===== config.mk =====
export PLATFORM = sky130hd
export DESIGN_NAME = escape_fsm_gen
export DESIGN_NICKNAME = d
export VERILOG_FILES = /design/src/rtl/escape_pkg.sv /design/src/rtl/escape_fsm_gen_flag_debounce.sv /design/src/rtl/escape_fsm_gen.sv
export SDC_FILE = /design/constraint.sdc
export NUM_CORES = 1
export LEC_CHECK = 0
export CORE_MARGIN = 2
export CORE_UTILIZATION = 40
export CTS_CLUSTER_SIZE = 25
export DETAILED_ROUTE_END_ITERATION = 8
export PLACE_DENSITY_LB_ADDON = 0.08
export SKIP_CTS_REPAIR_TIMING = 1
export SYNTH_ARGS = -nofsm -noshare
export SYNTH_HDL_FRONTEND = slang
export SYNTH_SLANG_ARGS = --single-unit

===== constraint.sdc =====
create_clock -name clk_100 -period 4.5 [get_ports clk_100]
set_clock_uncertainty 0.05 [all_clocks]
set_input_delay 0.9 -clock clk_100 [delete_from_list [all_inputs] [get_ports clk_100]]
set_output_delay 0.9 -clock clk_100 [all_outputs]
set_load 0.005 [all_outputs]

===== src/rtl/escape_pkg.sv =====
// Shared state encoding, output codes and state-class helpers for escape_fsm_gen.
package escape_pkg;

  typedef enum logic [3:0] {
    START      = 4'd0,
    CRUISE     = 4'd1,
    L_TURN     = 4'd2,
    L_STRAIGHT = 4'd3,
    L_RETURN   = 4'd4,
    L_SETTLE   = 4'd5,
    R_TURN     = 4'd6,
    R_STRAIGHT = 4'd7,
    R_RETURN   = 4'd8,
    R_SETTLE   = 4'd9,
    REVERSE    = 4'd10
  } state_e;

  localparam logic [2:0] DIR_STRAIGHT = 3'b011;
  localparam logic [2:0] DIR_LEFT     = 3'b110;
  localparam logic [2:0] DIR_RIGHT    = 3'b001;
  localparam logic [1:0] SPD_RUN      = 2'b01;
  localparam logic [1:0] SPD_STOP     = 2'b00;
  localparam logic [1:0] CH_FWD       = 2'b01;
  localparam logic [1:0] CH_REV       = 2'b10;

  function automatic logic [2:0] dir_of(input state_e s);
    case (s)
      L_TURN, R_RETURN: dir_of = DIR_LEFT;
      R_TURN, L_RETURN: dir_of = DIR_RIGHT;
      default:          dir_of = DIR_STRAIGHT;
    endcase
  endfunction

  // States bounded by the manoeuvre timeout.
  function automatic logic is_timed(input state_e s);
    case (s)
      L_TURN, L_STRAIGHT, L_RETURN,
      R_TURN, R_STRAIGHT, R_RETURN: is_timed = 1'b1;
      default:                      is_timed = 1'b0;
    endcase
  endfunction

endpackage


===== src/rtl/escape_fsm_gen_flag_debounce.sv =====
// Per-bit flag debouncer: an output bit follows its input only after
// DEBOUNCE consecutive samples of the new value. Resets to all-clear (1).
module flag_debounce #(
  parameter int unsigned WIDTH    = 4,
  parameter int unsigned DEBOUNCE = 4
) (
  input  logic             clk_i,
  input  logic             rst_i,
  input  logic [WIDTH-1:0] flag_i,
  output logic [WIDTH-1:0] flag_o
);

  localparam int unsigned DW = (DEBOUNCE < 2) ? 1 : $clog2(DEBOUNCE);
  localparam logic [DW-1:0] LAST = DW'(DEBOUNCE - 1);

  logic [WIDTH-1:0]         q_q, q_d;
  logic [WIDTH-1:0][DW-1:0] cnt_q, cnt_d;

  always_comb begin
    q_d   = q_q;
    cnt_d = '0;
    for (int unsigned i = 0; i < WIDTH; i++) begin
      if (flag_i[i] != q_q[i]) begin
        if (cnt_q[i] == LAST) q_d[i] = flag_i[i];
        else                  cnt_d[i] = cnt_q[i] + 1'b1;
      end
    end
  end

  always_ff @(posedge clk_i) begin
    if (rst_i) begin
      q_q   <= '1;
      cnt_q <= '0;
    end else begin
      q_q   <= q_d;
      cnt_q <= cnt_d;
    end
  end

  assign flag_o = q_q;

endmodule


===== src/rtl/escape_fsm_gen.sv =====
// Obstacle-avoidance controller with timed manoeuvres, enable and reverse escape.
// Define ESCAPE_DEBOUNCE_EN to debounce the proximity flags (else 1-cycle register).
module escape_fsm_gen
  import escape_pkg::*;
#(
  parameter int unsigned CW          = 12,
  parameter int unsigned STARTUP_CNT = 200,
  parameter int unsigned SETTLE_CNT  = 50,
  parameter int unsigned REV_CNT     = 100,
  parameter int unsigned TIMEOUT_CNT = 1000,
  parameter int unsigned DEBOUNCE    = 4
) (
  input  logic       clk_100,
  input  logic       rst,
  input  logic       en,
  input  logic [3:0] distance_flag,
  output logic [2:0] dir,
  output logic [1:0] speed,
  output logic [1:0] choose,
  output logic       timeout,
  output logic [3:0] state_dbg
);

  localparam logic [CW-1:0] STARTUP_LAST = CW'(STARTUP_CNT - 1);
  localparam logic [CW-1:0] SETTLE_LAST  = CW'(SETTLE_CNT - 1);
  localparam logic [CW-1:0] REV_LAST     = CW'(REV_CNT - 1);
  localparam logic [CW-1:0] TIMEOUT_LAST = CW'(TIMEOUT_CNT - 1);

  logic [3:0] f;

`ifdef ESCAPE_DEBOUNCE_EN
  flag_debounce #(
    .WIDTH    (4),
    .DEBOUNCE (DEBOUNCE)
  ) u_flag_debounce (
    .clk_i  (clk_100),
    .rst_i  (rst),
    .flag_i (distance_flag),
    .flag_o (f)
  );
`else
  // DEBOUNCE has no effect without the filter.
  localparam int unsigned unused_debounce = DEBOUNCE;
  logic [3:0] f_q;

  always_ff @(posedge clk_100) begin
    if (rst) f_q <= '1;
    else     f_q <= distance_flag;
  end

  assign f = f_q;
`endif

  state_e        state_q, state_d;
  logic [CW-1:0] cnt_q, cnt_d, cnt_inc;
  logic          to_d;
  logic [2:0]    dir_q;
  logic [1:0]    speed_q, choose_q;
  logic          timeout_q;

  always_comb begin
    state_d = state_q;
    cnt_inc = (cnt_q == '1) ? cnt_q : cnt_q + 1'b1;
    cnt_d   = cnt_q;
    to_d    = 1'b0;
    if (en) begin
      cnt_d = cnt_inc;
      case (state_q)
        START:      if (cnt_q == STARTUP_LAST) state_d = CRUISE;
        CRUISE: begin
          cnt_d = '0;
          if (!f[1] && !f[0]) state_d = REVERSE;
          else if (!f[1])     state_d = R_TURN;
          else if (!f[0])     state_d = L_TURN;
        end
        L_TURN:     if (f[0])  state_d = L_STRAIGHT;
        L_STRAIGHT: if (!f[2]) state_d = L_RETURN;
        L_RETURN:   if (f[2])  state_d = L_SETTLE;
        R_TURN:     if (f[1])  state_d = R_STRAIGHT;
        R_STRAIGHT: if (!f[3]) state_d = R_RETURN;
        R_RETURN:   if (f[3])  state_d = R_SETTLE;
        L_SETTLE, R_SETTLE:
                    if (cnt_q == SETTLE_LAST) state_d = CRUISE;
        REVERSE: begin
          if (cnt_q == REV_LAST) begin
            if (f[3])      state_d = R_TURN;
            else if (f[2]) state_d = L_TURN;
            else           cnt_d = '0;
          end
        end
        default:    state_d = START;
      endcase
      // Timeout only fires when no regular exit was taken this cycle.
      if (is_timed(state_q) && (state_d == state_q) && (cnt_q == TIMEOUT_LAST)) begin
        state_d = REVERSE;
        to_d    = 1'b1;
      end
      if (state_d != state_q) cnt_d = '0;
    end
  end

  always_ff @(posedge clk_100) begin
    if (rst) begin
      state_q   <= START;
      cnt_q     <= '0;
      dir_q     <= DIR_STRAIGHT;
      speed_q   <= SPD_STOP;
      choose_q  <= CH_FWD;
      timeout_q <= 1'b0;
    end else begin
      state_q   <= state_d;
      cnt_q     <= cnt_d;
      dir_q     <= dir_of(state_q);
      speed_q   <= (en && (state_q != START)) ? SPD_RUN : SPD_STOP;
      choose_q  <= (state_q == REVERSE) ? CH_REV : CH_FWD;
      timeout_q <= to_d;
    end
  end

  assign dir       = dir_q;
  assign speed     = speed_q;
  assign choose    = choose_q;
  assign timeout   = timeout_q;
  assign state_dbg = state_q;

endmodule


Fig. 1: run 1, signal wires on met3
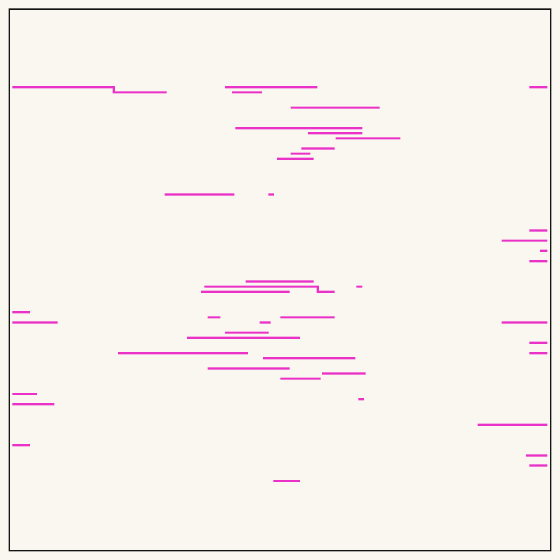
share of all routed wire = 6.1%
longest straight run = 17.0 µm
wire length on this layer = 276 µm
WL final: 4500 µm
vias post-DR: 1751
met3 usage in global routing: 2.67%

Fig. 2: run 1, clock nets
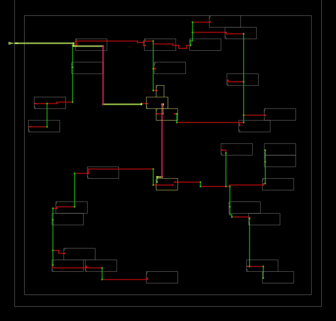
Clk Latency, worst-skew pair: 0.28 ns
number of sequential storage elements: 27

Fig. 3: run 1, routed metal, one colour a layer
The bar under the picture is 20 µm long. Two of the layers only.
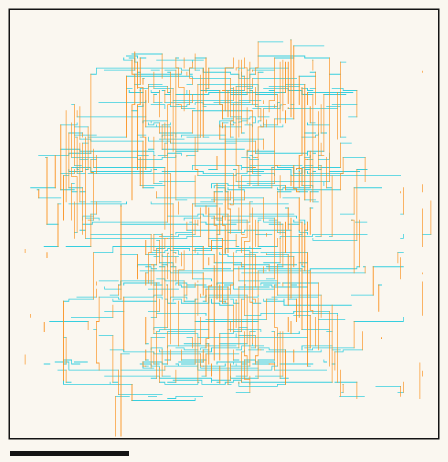
metal 1 -> cyan  # wire length 2130 µm
metal 2 -> orange  # wire length 2050 µm

==> run 1: layer usage <==
metal  share of wire [%]  global-route usage, %  vias up
met5                   0                      0        -
met4                 1.0                   3.35        0
met3                 6.1                   2.67        6
met2                  46                   30.8       72
met1                  47                   25.5      829
li1                    -                      -      844
==> run 1: synth_stat cells (all sizes together), types with 2 or more instances <==
library cell  count  area share (%)
and3b             2            0.95
ha                2             1.4
o211ai            5             2.6
nor2b             2            0.68
nand3b            2            0.82
a21oi             5             1.4
nand4             8             2.7
nand2b            2            0.68
mux2i             4             2.2
a32oi             3             1.8
nand2            22             4.6
a2111oi           2             1.6
o311a             2             1.1
o21a              2            0.82
dfxtp            27              29
nor4              6             3.2
and2              4             1.4
or2               5             1.7
and3              3             1.0
nand3            14             4.1
a31o              4             1.9
o21ai             9             2.4
inv               9             1.8
a22o              3             1.4
nor2             17             3.6
a22oi             2            0.82
a31oi             7             3.2
or4               2            0.82
buf              18             5.8
nor3              8             2.2
==> run 1: critical path, cell delays in order <==
cell             delay, ns
clkdlybuf4s50_1       0.77
o21a_1                0.19
a22oi_1               0.09
a311o_1               0.39
nor4_4                0.63
and2_1                0.29
a22o_1                0.16
==> run 1: sequential cells by signal, summed over array words and instances, names as in the netlist <==
register,cells
speed,1
f,4
state_dbg,4
choose,2
dir,3
timeout,1
cnt_q,12
==> run 1: cells in the final DEF, fill, tap and decap left out, types with 2 or more instances in the layout <==
cell / Yosys / routed
inv_1: 9 / 9
o21a_1: 2 / 2
clkdlybuf4s50_1: 0 / 17
and3_1: 3 / 3
nand4_1: 8 / 8
a22o_1: 3 / 3
dfxtp_1: 27 / 27
or2_2: 4 / 4
or4_1: 2 / 2
ha_1: 2 / 2
nor4_1: 4 / 4
and2_1: 4 / 4
a31o_2: 4 / 4
a22oi_1: 2 / 2
a32oi_1: 2 / 2
nand3b_1: 2 / 2
a31oi_1: 6 / 6
nor2_1: 16 / 16
o311a_1: 2 / 2
nand2_1: 21 / 21
nor3_1: 8 / 8
clkbuf_8: 0 / 3
nand2b_1: 2 / 2
nor2b_1: 2 / 2
nand3_1: 13 / 13
o211ai_2: 2 / 2
a2111oi_2: 2 / 2
a21oi_1: 5 / 5
o211ai_1: 3 / 3
o21ai_0: 9 / 9
mux2i_1: 4 / 4
and3b_1: 2 / 2
==> run 1: path summary, 6_finish.rpt <==
path | startpoint | to | slack, ns | cells past startpoint
worst max register to register | state_dbg[1] | cnt_q[10] | 1.38 | 6
worst min register to register | cnt_q[0] | cnt_q[0] | 0.46 | 1
worst max-delay path | en | cnt_q[6] | 1.26 | 7
worst min-delay path | cnt_q[0] | cnt_q[0] | 0.46 | 1
==> run 1: stage by stage <==
step	setup slack (ns)	hold WS (ns)	utilization [%]
detailed placement	0.998	0.453	44.8
finish	1.26	0.463	45.9
global route	1.10	0.501	45.9
CTS	1.28	0.470	45.9
floorplan	2.30	0.426	-
global placement	1.12	0.439	44.8
==> run 1: final cells by class <==
class                      count  area, µm²  area share [%]
clock inverter                 1       5.00           0.249
clock buffer                   3       41.3            2.05
timing repair buffer          17        170            8.46
sequential                    27        541            26.9
inverter                       9       33.8            1.68
multi-input combinational    170       1150            57.4
tap                           52       65.1            3.24
==> results.rst, run 1 <==
Synthesis and place-and-route
=============================

.. list-table::
   :header-rows: 1

   * - Metric
     - Value
   * - Count of filler cells inserted in the layout
     - 436
   * - Worst hold path class
     - reg -> reg
   * - Final count of negative-setup-slack endpoints
     - 0
   * - Drc violations
     - 0
   * - Average size of a mapped cell
     - 8.17 µm²
   * - Max-capacitance violation count
     - 0
   * - Max clock buf depth
     - 2
   * - IO Pins
     - 19
   * - Tightest Pin Transition
     - 0.819 ns
   * - TritonCTS clock tree
     - built
   * - Area grow syn2layout
     - 9.32%
   * - Relative contribution of combinational cells to total power
     - 18.7%
   * - Final antenna diode count
     - 0
   * - MUX share of area
     - 2.99%
   * - Result of the run
     - finished, final reports clean
   * - Endpoint type of the worst setup path
     - flip-flop
   * - Register area share after synthesis
     - 29.4%
   * - Cell count in the Yosys report
     - 225
   * - Largest family of logic cells by area
     - simple AND/OR/NAND/NOR gates
   * - Final number of max-transition violations
     - 0
   * - Wire length per cell
     - 16.1 µm
   * - Drt pass-1 iters
     - 4
   * - Relative slew margins
     - 45.0%
   * - IO buf count
     - 17
   * - Power in sequential cells
     - 266 µW
==> run 1 -> run 2 <==
clock period = 2.9 ns   (was 4.5 ns; I/O delays follow)
Fig. 4: run 2, signal wires on met3
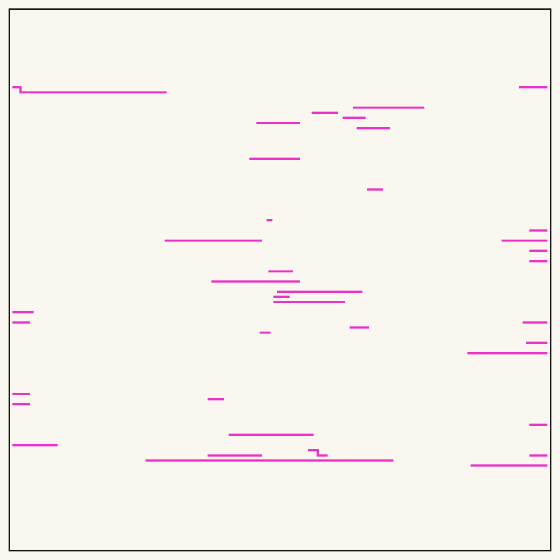
wire length on this layer = 222 µm
longest straight run = 32.7 µm
nets with wire on the layer = 32
main direction = horizontal

==> results.rst, run 2 <==
Synthesis and place-and-route
=============================

.. list-table::
   :header-rows: 1

   * - Metric
     - Value
   * - IO Pins
     - 19 (unchanged)
   * - WL final
     - 4410 µm (was 4500 µm)
   * - Met2 track demand over resource in global routing
     - 28.1% (was 30.8%)
   * - Cells on worst reg2reg path
     - 8 (was 6)
   * - Drc violations
     - 0 (unchanged)
   * - Worst hold path class
     - reg -> reg (unchanged)
   * - Post-synthesis chip area from yosys
     - 0.00184 mm² (unchanged)
   * - Average size of a mapped cell
     - 8.17 µm² (unchanged)
   * - Vias post-DR
     - 1759 (was 1751)
   * - Final number of max-transition violations
     - 0 (unchanged)
   * - Cell type contributing the most total cell area after synthesis
     - dfxtp_1 (unchanged)
   * - Register area share after synthesis
     - 29.4% (unchanged)
   * - Largest family of logic cells by area
     - simple AND/OR/NAND/NOR gates (unchanged)
   * - Clk Latency, worst-skew pair
     - 0.27 ns (was 0.28 ns)
   * - MUX share of area
     - 2.99% (unchanged)
   * - Top cells by instance count after synthesis
     - dfxtp_1 (27), nand2_1 (21), nor2_1 (16) (unchanged)
   * - IO buf count
     - 17 (unchanged)
   * - Tightest Pin Transition
     - 0.835 ns (was 0.819 ns)
   * - Maximum vdd drop
     - 0.000156 V (was 0.000116 V)
   * - Final antenna diode count
     - 0 (unchanged)
   * - Flip-flop count of the largest register, all copies and words added
     - 12 (unchanged)
   * - Biggest area contributors in the synthesized netlist
     - dfxtp_1 (29%), nand2_1 (4.3%), buf_2 (3.5%), nand3_1 (3.5%), nor2_1 (3.3%) (unchanged)
   * - Relative slew margins
     - 43.7% (was 45.0%)
   * - Final count of negative-setup-slack endpoints
     - 0 (unchanged)
   * - Met3 usage in global routing
     - 2.39% (was 2.67%)
   * - Max clock buf depth
     - 2 (unchanged)
   * - Most instantiated library cell after synthesis
     - dfxtp_1 (unchanged)
   * - Cell count in the Yosys report
     - 225 (unchanged)
   * - Maximum clock rate
     - 382 MHz
   * - Register with the highest flop count
     - cnt_q (unchanged)
   * - GR Util met1
     - 27.1% (was 25.5%)
   * - Area grow syn2layout
     - 12.9% (was 9.32%)
   * - Most heavily used metal layer in global routing
     - met2 (unchanged)
   * - Area inside the core boundary
     - 0.00438 mm² (unchanged)
   * - Share of the synthesized area in the top cell type
     - 29.4% (unchanged)
   * - Result of the run
     - finished, final reports clean (unchanged)
   * - Ratio of final minimum period to clock period
     - 90.2%
   * - Total number of placement rows
     - 24 (unchanged)
   * - Unique masters post-synth
     - 66 (unchanged)
   * - Endpoint type of the worst setup path
     - flip-flop (unchanged)
   * - TritonCTS clock tree
     - built (unchanged)
   * - Most numerous logic cell after layout
     - dfxtp_1 (unchanged)
   * - Hold Crit Depth
     - 2 (was 1)
   * - Max-capacitance violation count
     - 0 (unchanged)
   * - Most frequent cells in the layout
     - dfxtp_1 (27), nand2_1 (21), clkdlybuf4s50_1 (17) (unchanged)
   * - Wire length per cell
     - 15.3 µm (was 16.1 µm)
[run 2: cell count changes in the layout (fill, tap and decap cells not counted)]
cell,delta
buf_4,+9
clkinv_2,-1
clkbuf_1,+1
[run 2: worst paths after layout]
check           start        to  slack [ns]
max reg2reg  cnt_q[0]  cnt_q[0]        0.28
min reg2reg  cnt_q[1]  cnt_q[1]        0.46
min          cnt_q[1]  cnt_q[1]        0.46
max          cnt_q[0]  cnt_q[0]        0.28
[run 2: power breakdown]
group,switching [mW],internal [mW]
clock network,0.120,0.0985
registers,0.0237,0.384
logic,0.0840,0.0768
total,0.228,0.559
[run 2: layout make-up]
class	instances	area, µm²
Fill cell	433	2310
Multi-Input combinational cell	170	1150
Sequential cell	27	541
Timing Repair Buffer	26	238
Tap cell	52	65.1
Clock buffer	4	45.0
Inverter	9	33.8
[run 2: per-stage QoR]
step / hold slack [ns] / setup WS, ns / instances / util [%] / power [mW]
final: 0.465 / 0.284 / 288 / 47.4 / 0.787
after CTS: 0.479 / 0.293 / 288 / 47.4 / 0.792
after floorplan: 0.426 / 0.699 / 225 / - / 0.528
after detailed placement: 0.465 / 0.208 / 284 / 46.3 / 0.576
after global routing: 0.499 / 0.0890 / 288 / 47.4 / 0.830
after global placement: 0.441 / 0.303 / 284 / 46.3 / 0.572
[run 2: cells by family (layout without fill, tap and decap cells)]
family / after synthesis / count (layout)
AND-OR/OR-AND: 56 / 56
multiplexers: 5 / 5
buffers and inverters: 28 / 39
adder cells (fa/ha/maj): 2 / 2
flip-flops: 27 / 27
XOR/XNOR: 2 / 2
AND/OR/NAND/NOR: 104 / 104
other: 1 / 1
[run 2: metal layers]
layer  wire length, µm  share of wire (%)  vias to the layer above
li1                  -                  -                      863
met3               222                5.0                        5
met1              2180                 50                      835
met2              1970                 45                       56
met5                 0                  0                        -
met4                34               0.77                        0
[run 2: worst max-delay path: stages (launching register included)]
cell and delay, ns:
dfxtp_1 0.40, ha_1 0.19, nor4bb_1 0.54, nand4_1 0.26
a31oi_4 0.36, nor4_4 0.08, buf_4 0.20, a31oi_1 0.28
mux2i_1 0.12
==> run 2 -> run 3 <==
SYNTH_HIERARCHICAL = 1   (was default)
Fig. 5: run 3, metal 2
The bar under the picture is 20 µm long.
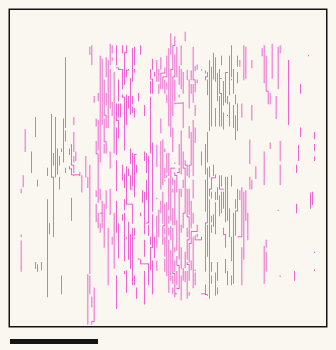
share of all routed wire = 45%
longest straight run = 24.6 µm
main direction = vertical
nets with wire on the layer = 208

==> results.rst, run 3 <==
Synthesis and place-and-route
=============================

.. list-table::
   :header-rows: 1

   * - Metric
     - Value
   * - Final antenna diode count
     - 0 (unchanged)
   * - IO Pins
     - 19 (unchanged)
   * - Ratio of final minimum period to clock period
     - 90.2% (unchanged)
   * - Register with the highest flop count
     - cnt_q (unchanged)
   * - Max clock buf depth
     - 2 (unchanged)
   * - Clk Latency, worst-skew pair
     - 0.27 ns (about the same)
   * - Area of combinational cells with multiple inputs
     - 0.00115 mm² (unchanged)
   * - RR Endpoint
     - cnt_q[0] (unchanged)
   * - Final count of negative-setup-slack endpoints
     - 0 (unchanged)
   * - Maximum clock rate
     - 382 MHz (unchanged)
   * - IO buf count
     - 17 (unchanged)
   * - End point of the critical path
     - cnt_q[0] (unchanged)
   * - Launch instance of the worst register-to-register path
     - cnt_q[0] (unchanged)
   * - Most instantiated library cell after synthesis
     - dfxtp_1 (unchanged)
   * - Drt pass-1 iters
     - 4 (unchanged)
   * - Setup slack of the worst register-to-register path
     - 0.28 ns (about the same)
   * - Most numerous logic cell after layout
     - dfxtp_1 (unchanged)
   * - Register area share after synthesis
     - 29.4% (unchanged)
   * - Critical Path Start
     - cnt_q[0] (unchanged)
   * - Max-capacitance violation count
     - 0 (unchanged)
   * - Result of the run
     - finished, final reports clean (unchanged)
run 3: cell counts after synthesis:
Identical to the previous run, type by type.
run 3: worst max-delay path: stages (launching register included):
cell,delay [ns]
dfxtp_1,0.40
ha_1,0.19
nor4bb_1,0.54
nand4_1,0.26
a31oi_4,0.36
nor4_4,0.08
buf_4,0.20
a31oi_1,0.28
mux2i_1,0.12
run 3: area by class of cell:
| cell class | count | area share [%] |
|---|---|---|
| inverter | 9 | 1.63 |
| timing repair buffer | 26 | 11.4 |
| tap | 52 | 3.13 |
| sequential | 27 | 26.0 |
| multi-input combinational | 170 | 55.6 |
| clock buffer | 4 | 2.17 |
run 3: worst min path at each step:
stage / end / slack (ns) / start / cells past startpoint
global placement: cnt_q[1] / 0.44 / cnt_q[1] / 2
detailed placement: cnt_q[1] / 0.46 / cnt_q[1] / 2
CTS: cnt_q[1] / 0.48 / cnt_q[1] / 2
finish: cnt_q[1] / 0.46 / cnt_q[1] / 2
global route: cnt_q[1] / 0.50 / cnt_q[1] / 2
floorplan: cnt_q[1] / 0.43 / cnt_q[1] / 2
run 3: routing by layer:
layer  GRT usage [%]  routed length, µm  up-vias
li1                -                  -      863
met5               0                  0        -
met4            3.14                 34        0
met1            27.1               2180      835
met2            28.1               1970       56
met3            2.39                222        5
run 3: through the flow:
step	area [µm²]	power, mW	std cells	hold slack, ns	setup slack, ns
finish	2080	0.787	288	0.465	0.284
global placement	2030	0.572	284	0.441	0.303
detailed placement	2030	0.576	284	0.465	0.208
global route	2080	0.830	288	0.499	0.0890
floorplan	1840	0.528	225	0.426	0.699
CTS	2080	0.792	288	0.479	0.293
run 3: kinds of logic after synthesis:
family / share of synthesized area (%)
other: 0.204
adders and majority gates: 1.36
and+or+nand+nor: 31.7
muxes: 2.99
buffers and inverters: 7.82
xor gates and xnor gates: 0.953
DFF: 29.4
AOI/OAI and AO/OA: 25.6
run 3: where the power goes:
part / switching, mW / internal, mW
clock network: 0.120 / 0.0985
logic: 0.0840 / 0.0768
registers: 0.0237 / 0.384
total: 0.228 / 0.559
Power and IR drop assume default switching activity.
